<file path="src/rtl/sched_pkg.sv">
// Shared defaults and elaboration-time helpers for the warp issue scheduler.
package sched_pkg;

  localparam int unsigned DEF_NUM_WARPS  = 32'd4;
  localparam int unsigned DEF_ALU_LAT    = 32'd2;
  localparam int unsigned DEF_MEM_LAT    = 32'd4;
  localparam int unsigned DEF_GREEDY_MAX = 32'd8;

  // Index width for n items, never less than one bit.
  function automatic int unsigned sched_clog2(input int unsigned n);
    int unsigned w;
    w = 32'd1;
    while ((32'd1 << w) < n) begin
      w = w + 32'd1;
    end
    return w;
  endfunction

  // Number of cycles a MEM-hit writeback slot stays in flight beyond an ALU grant.
  function automatic int unsigned slot_depth(input int unsigned mem_lat, input int unsigned alu_lat);
    return (mem_lat > alu_lat) ? (mem_lat - alu_lat) : 32'd1;
  endfunction

endpackage

</file>
<file path="src/rtl/sched_rr_arb.sv">
// Rotating-priority arbiter with a combinational grant; greedy burst mode
// is built only when SCHED_GREEDY_EN is defined.
module sched_rr_arb
  import sched_pkg::*;
#(
  parameter int unsigned WIDTH      = DEF_NUM_WARPS,
  parameter int unsigned GREEDY_MAX = DEF_GREEDY_MAX
) (
  input  logic             clk,
  input  logic             rst,
  input  logic [WIDTH-1:0] req_i,
  output logic [WIDTH-1:0] grant_o
);

  localparam int unsigned IW    = sched_clog2(WIDTH);
  localparam int unsigned EXT_W = IW + 32'd1;

  if (GREEDY_MAX < 32'd1) begin : g_greedy_check
    $error("sched_rr_arb: GREEDY_MAX must be at least 1");
  end

  logic [IW-1:0]    ptr_q;
  logic [IW-1:0]    ptr_d;
  logic [EXT_W-1:0] idx_ext_s;
  logic [IW-1:0]    win_idx_s;
  logic             win_vld_s;
  logic [IW-1:0]    nxt_idx_s;
  logic [WIDTH-1:0] one_s;

  assign one_s = {{(WIDTH-1){1'b0}}, 1'b1};

  // Upward search from the pointer, wrapping at WIDTH; first hit wins.
  always_comb begin
    win_vld_s = 1'b0;
    win_idx_s = '0;
    idx_ext_s = '0;
    for (int unsigned k = 0; k < WIDTH; k++) begin
      idx_ext_s = {1'b0, ptr_q} + EXT_W'(k);
      idx_ext_s = (idx_ext_s >= EXT_W'(WIDTH)) ? (idx_ext_s - EXT_W'(WIDTH)) : idx_ext_s;
      if (!win_vld_s && req_i[idx_ext_s[IW-1:0]]) begin
        win_vld_s = 1'b1;
        win_idx_s = idx_ext_s[IW-1:0];
      end else begin
        win_vld_s = win_vld_s;
      end
    end
  end

  assign nxt_idx_s = (win_idx_s == IW'(WIDTH - 32'd1)) ? '0 : (win_idx_s + IW'(1));
  assign grant_o   = win_vld_s ? (one_s << win_idx_s) : '0;

`ifdef SCHED_GREEDY_EN
  localparam int unsigned CW = sched_clog2(GREEDY_MAX + 32'd1);

  logic [CW-1:0] cnt_q;
  logic [CW-1:0] cnt_d;
  logic [CW-1:0] cnt_inc_s;

  // Stay on the granted warp until its burst budget is spent.
  always_comb begin
    ptr_d     = ptr_q;
    cnt_d     = cnt_q;
    cnt_inc_s = (win_idx_s == ptr_q) ? (cnt_q + CW'(1)) : CW'(1);
    if (win_vld_s) begin
      if (cnt_inc_s >= CW'(GREEDY_MAX)) begin
        ptr_d = nxt_idx_s;
        cnt_d = '0;
      end else begin
        ptr_d = win_idx_s;
        cnt_d = cnt_inc_s;
      end
    end else begin
      ptr_d = ptr_q;
      cnt_d = cnt_q;
    end
  end

  // Burst counter state.
  always_ff @(posedge clk or negedge rst) begin
    if (!rst) begin
      cnt_q <= '0;
    end else begin
      cnt_q <= cnt_d;
    end
  end
`else
  // Plain rotation: move past the winner, hold when idle.
  always_comb begin
    ptr_d = ptr_q;
    if (win_vld_s) begin
      ptr_d = nxt_idx_s;
    end else begin
      ptr_d = ptr_q;
    end
  end
`endif

  // Priority pointer state.
  always_ff @(posedge clk or negedge rst) begin
    if (!rst) begin
      ptr_q <= '0;
    end else begin
      ptr_q <= ptr_d;
    end
  end

endmodule

</file>
<file path="src/rtl/warp_issue_sched.sv">
// Dual ALU/MEM warp issue scheduler with writeback-port conflict masking.
// Build option: SCHED_GREEDY_EN selects greedy burst arbitration.
module warp_issue_sched
  import sched_pkg::*;
#(
  parameter int unsigned NUM_WARPS  = DEF_NUM_WARPS,
  parameter int unsigned ALU_LAT    = DEF_ALU_LAT,
  parameter int unsigned MEM_LAT    = DEF_MEM_LAT,
  parameter int unsigned GREEDY_MAX = DEF_GREEDY_MAX
) (
  input  logic                 clk,
  input  logic                 rst,
  input  logic [NUM_WARPS-1:0] ALU_Req_OC_Sched,
  input  logic [NUM_WARPS-1:0] ALU_RegWrite_OC_Sched,
  input  logic [NUM_WARPS-1:0] MEM_Req_OC_Sched,
  input  logic [NUM_WARPS-1:0] MEM_RegWrite_OC_Sched,
  input  logic                 MEM_WbResv_Sched,
  output logic [NUM_WARPS-1:0] ALU_Grt_Sched_OC,
  output logic [NUM_WARPS-1:0] MEM_Grt_Sched_OC,
  output logic                 WbConflict_Sched
);

  localparam int unsigned D = slot_depth(MEM_LAT, ALU_LAT);

  if (MEM_LAT <= ALU_LAT) begin : g_lat_check
    $error("warp_issue_sched: MEM_LAT must exceed ALU_LAT");
  end
  if ((NUM_WARPS < 32'd2) || (NUM_WARPS > 32'd32)) begin : g_warp_check
    $error("warp_issue_sched: NUM_WARPS must be within 2..32");
  end

  logic [D-1:0]         slot_q;
  logic [D-1:0]         slot_d;
  logic [NUM_WARPS-1:0] alu_req_s;
  logic [NUM_WARPS-1:0] mem_req_s;
  logic [NUM_WARPS-1:0] alu_mask_s;
  logic [NUM_WARPS-1:0] alu_elig_s;
  logic [NUM_WARPS-1:0] alu_grt_s;
  logic [NUM_WARPS-1:0] mem_grt_s;
  logic                 conflict_s;
  logic                 slot_ld_s;

  // Requests are ignored while reset is held so no grant can escape.
  assign alu_req_s = ALU_Req_OC_Sched & {NUM_WARPS{rst}};
  assign mem_req_s = MEM_Req_OC_Sched & {NUM_WARPS{rst}};

  // A MEM hit granted D cycles ago, or a miss reservation, owns the port
  // in the cycle an ALU grant issued now would write back.
  assign conflict_s = slot_q[D-1] | MEM_WbResv_Sched;

  // Only register-writing ALU requests collide with the reserved slot.
  always_comb begin
    alu_mask_s = '0;
    if (conflict_s) begin
      alu_mask_s = ALU_RegWrite_OC_Sched;
    end else begin
      alu_mask_s = '0;
    end
  end

  assign alu_elig_s = alu_req_s & ~alu_mask_s;

  sched_rr_arb #(
    .WIDTH      (NUM_WARPS),
    .GREEDY_MAX (GREEDY_MAX)
  ) u_alu_arb (
    .clk     (clk),
    .rst     (rst),
    .req_i   (alu_elig_s),
    .grant_o (alu_grt_s)
  );

  sched_rr_arb #(
    .WIDTH      (NUM_WARPS),
    .GREEDY_MAX (GREEDY_MAX)
  ) u_mem_arb (
    .clk     (clk),
    .rst     (rst),
    .req_i   (mem_req_s),
    .grant_o (mem_grt_s)
  );

  assign slot_ld_s = |(mem_grt_s & MEM_RegWrite_OC_Sched);

  // Slot pipeline: bit 0 takes the new reservation, the rest shift up.
  always_comb begin
    slot_d    = '0;
    slot_d[0] = slot_ld_s;
    for (int unsigned i = 1; i < D; i++) begin
      slot_d[i] = slot_q[i-1];
    end
  end

  // Reservation shift register.
  always_ff @(posedge clk or negedge rst) begin
    if (!rst) begin
      slot_q <= '0;
    end else begin
      slot_q <= slot_d;
    end
  end

  assign ALU_Grt_Sched_OC = alu_grt_s;
  assign MEM_Grt_Sched_OC = mem_grt_s;
  assign WbConflict_Sched = conflict_s & (|(alu_req_s & ALU_RegWrite_OC_Sched));

endmodule
</file>
<file path="config.mk">
export PLATFORM = sky130hd
export DESIGN_NAME = warp_issue_sched
export DESIGN_NICKNAME = d
export VERILOG_FILES = /design/src/rtl/sched_pkg.sv /design/src/rtl/sched_rr_arb.sv /design/src/rtl/warp_issue_sched.sv
export SDC_FILE = /design/constraint.sdc
export NUM_CORES = 1
export LEC_CHECK = 0
export ABC_AREA = 1
export CAP_MARGIN = 20
export CORE_ASPECT_RATIO = 1.2
export CORE_MARGIN = 2
export CORE_UTILIZATION = 35
export CTS_BUF_LIST = sky130_fd_sc_hd__clkbuf_4 sky130_fd_sc_hd__clkbuf_8
export DETAILED_ROUTE_END_ITERATION = 7
export PLACE_DENSITY = 0.66
export SYNTH_ARGS = -nofsm -noshare
export SYNTH_HDL_FRONTEND = slang
export SYNTH_SLANG_ARGS = --single-unit
</file>
<file path="constraint.sdc">
create_clock -name clk -period 3.8 [get_ports clk]
set_clock_uncertainty 0.15 [all_clocks]
set_input_delay 0.38 -clock clk [delete_from_list [all_inputs] [get_ports clk]]
set_output_delay 0.38 -clock clk [all_outputs]
set_load 0.05 [all_outputs]
</file>
==> metrics.csv <==
stage;metric;value;unit
synth;Avg Cell Area, Syn;5.996;um2
timing;setup TNS;0;ns
finish;layout overhead on the synthesized area;35.92;%
synth;YS chip area;1097;um2
run_status;status;finished clean;
cts;CTS tree;done;
flow_run;Max-Cap Viols;0;
synth;Dominant cell area share;20.87;%
worst_hold_path;hold path startpoint;slot_q[0];
global_route;M2 GR Usage;28.87;%
synth;Yosys Warn Count;0;
finish;layout cell share with drive strength beyond 1;17.62;%
worst_hold_path;Hold Path Class;reg -> reg;
timing;RSZ-0062 raised after global routing;false;
detailed_routing;antenna-violating nets left;0;
cts;Resize count post-CTS;0;
synth;largest area contributor in the netlist;nand2_1;
finish;Nets;239;
critical_path;Worst Path Required;3.27;ns
cts;Post-CTS Setup Bufs;0;
critical_path;capture point of the worst reg-to-reg path;slot_q[0];
cts;clock-pin slew on the worst setup and hold paths;0.04;ns
cts;clk sinks;6;
detailed_routing;Total Routed Length;2351;um
critical path, stage by stage:
cell and delay (ns):
clkdlybuf4s50_1 0.45, buf_4 0.21, nand2_1 0.09, inv_2 0.08, nand3_1 0.17, nand3_4 0.12
nand2_4 0.07, nand2_2 0.09, nand2_1 0.05, nand2_1 0.09, inv_1 0.05, nor2_1 0.15
ha_1 0.17, inv_1 0.04, nor2_1 0.18, buf_12 0.16
metrics by stage:
| step | setup slack [ns] | instance area [um2] | hold WS, ns |
|---|---|---|---|
| final | 0.7377 | 1491 | 0.1988 |
| after global routing | 0.4294 | 1491 | 0.2112 |
| after CTS | 0.7104 | 1491 | 0.1959 |
| after detailed placement | 0.7213 | 1469 | 0.1918 |
| after global placement | 0.7296 | 1469 | 0.2007 |
| after floorplan | 1.062 | 1097 | -0.06559 |
sequential cells by signal, indices dropped and copies added, names as in the netlist:
signal / flops
slot_q: 2
u_alu_arb.ptr_q: 2
u_mem_arb.ptr_q: 2
per-layer routing:
layer  share of wire (%)  up-vias  routed length [um]
met5                   0        -                   0
met4                 1.2        0                  29
met3                 4.1        5                  97
met2                  54       20                1281
met1                  40      520                 942
li1                    -      625                   -
worst max path at each step:
stage	cells past startpoint	slack (ns)	start	endpoint
after floorplan	13	1.06	rst	ALU_Grt_Sched_OC[0]
after global placement	14	0.73	rst	ALU_Grt_Sched_OC[3]
after detailed placement	16	0.72	rst	ALU_Grt_Sched_OC[2]
after CTS	16	0.71	rst	ALU_Grt_Sched_OC[2]
after global routing	16	0.43	rst	MEM_Grt_Sched_OC[1]
final	16	0.74	rst	ALU_Grt_Sched_OC[2]
layout make-up:
cell class / instances / share of cell area (%)
clock buffers: 3 / 1.510
inverters: 34 / 8.641
multi-input cells: 139 / 52.77
flip-flops and latches: 6 / 10.07
well taps: 36 / 3.020
repair buffers: 28 / 23.99
kinds of logic (layout without fill, tap and decap cells):
logic type	Yosys count	count (layout)	synth area share, %
AOI/OAI and AO/OA	11	11	6.727
DFF	6	6	13.68
xor gates and xnor gates	3	3	3.763
adders and majority gates	8	8	9.122
buffers and inverters	38	65	14.59
and+or+nand+nor	117	117	52.11
cell usage in the layout, fill, tap and decap left out, types with 2 or more instances in the layout:
cell	n
o21ai_0	4
nor2_1	13
dfrtp_1	6
xnor2_2	2
inv_2	8
clkbuf_4	3
clkdlybuf4s50_1	19
ha_1	8
buf_12	8
nand2_1	61
nand3_1	28
o21ai_1	3
nand2_2	6
inv_1	25
nand4_1	3
nand3_4	2
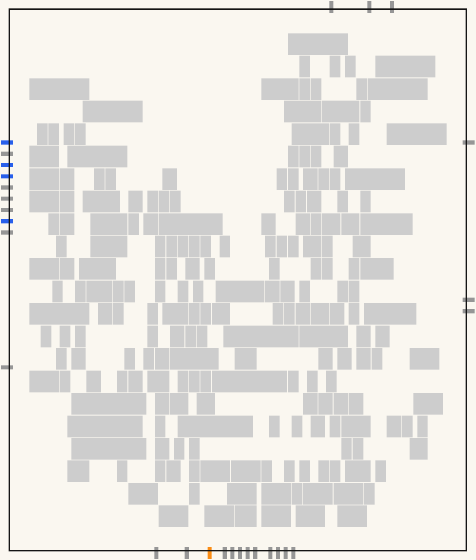
Fig. 1. I/O pins on the die edge.
Pins as bars across the die edge, other pins in grey.
colour	port	pins	direction	edge
blue	MEM_Grt_Sched_OC	4	output	left
orange	rst	1	input	bottom
die height: 65.34 um
Die X: 55.12 um
IO Port Bufs: 27

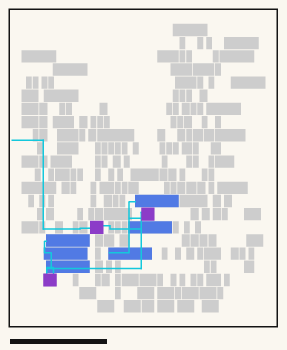
Fig. 2. Clock network drawn from the DEF.
Bar = 20 um.
[blue] flip-flops | count: 6
[purple] clock-net drivers | count: 3
[cyan] clock wires | length: 112 um
routed clock nets	4
clk ins delay skew pair: 0.24 ns

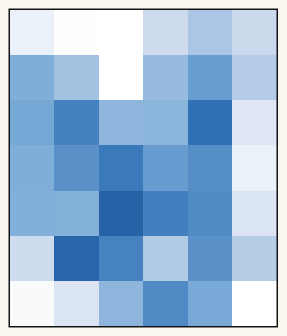
Fig. 3. Placement density heat map.
The die is cut into 6 by 7 equal tiles; white is low, dark blue is high, 0 to 100% covered.
fullest tile	80%
nearly empty tiles	9.5%
mean over tiles	40%
tiles over 75% full	4.8%
emptiest ninth of the die	top centre
fin util: 49.26%
FP Util: 36.24%
core box area: 3028 um2

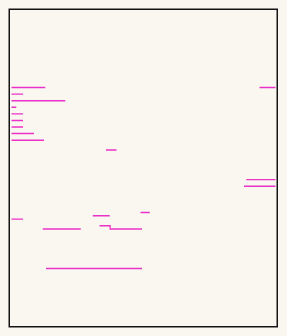
Fig. 4. The metal 3 layer.
main direction	horizontal
share of all routed wire	4.1%
wire length on this layer	97.3 um
M3 GR Usage: 4.773%
DR vias: 1,170

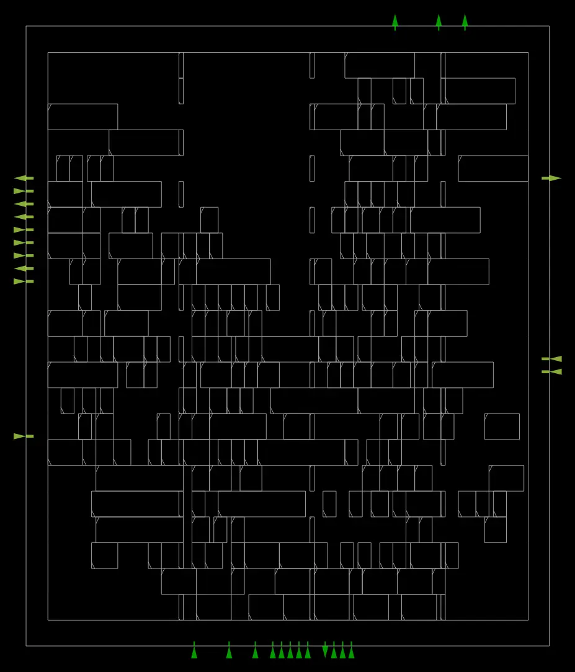
Fig. 5. Cell placement.
seq_cells: 6
Seq/total area: 10.07%

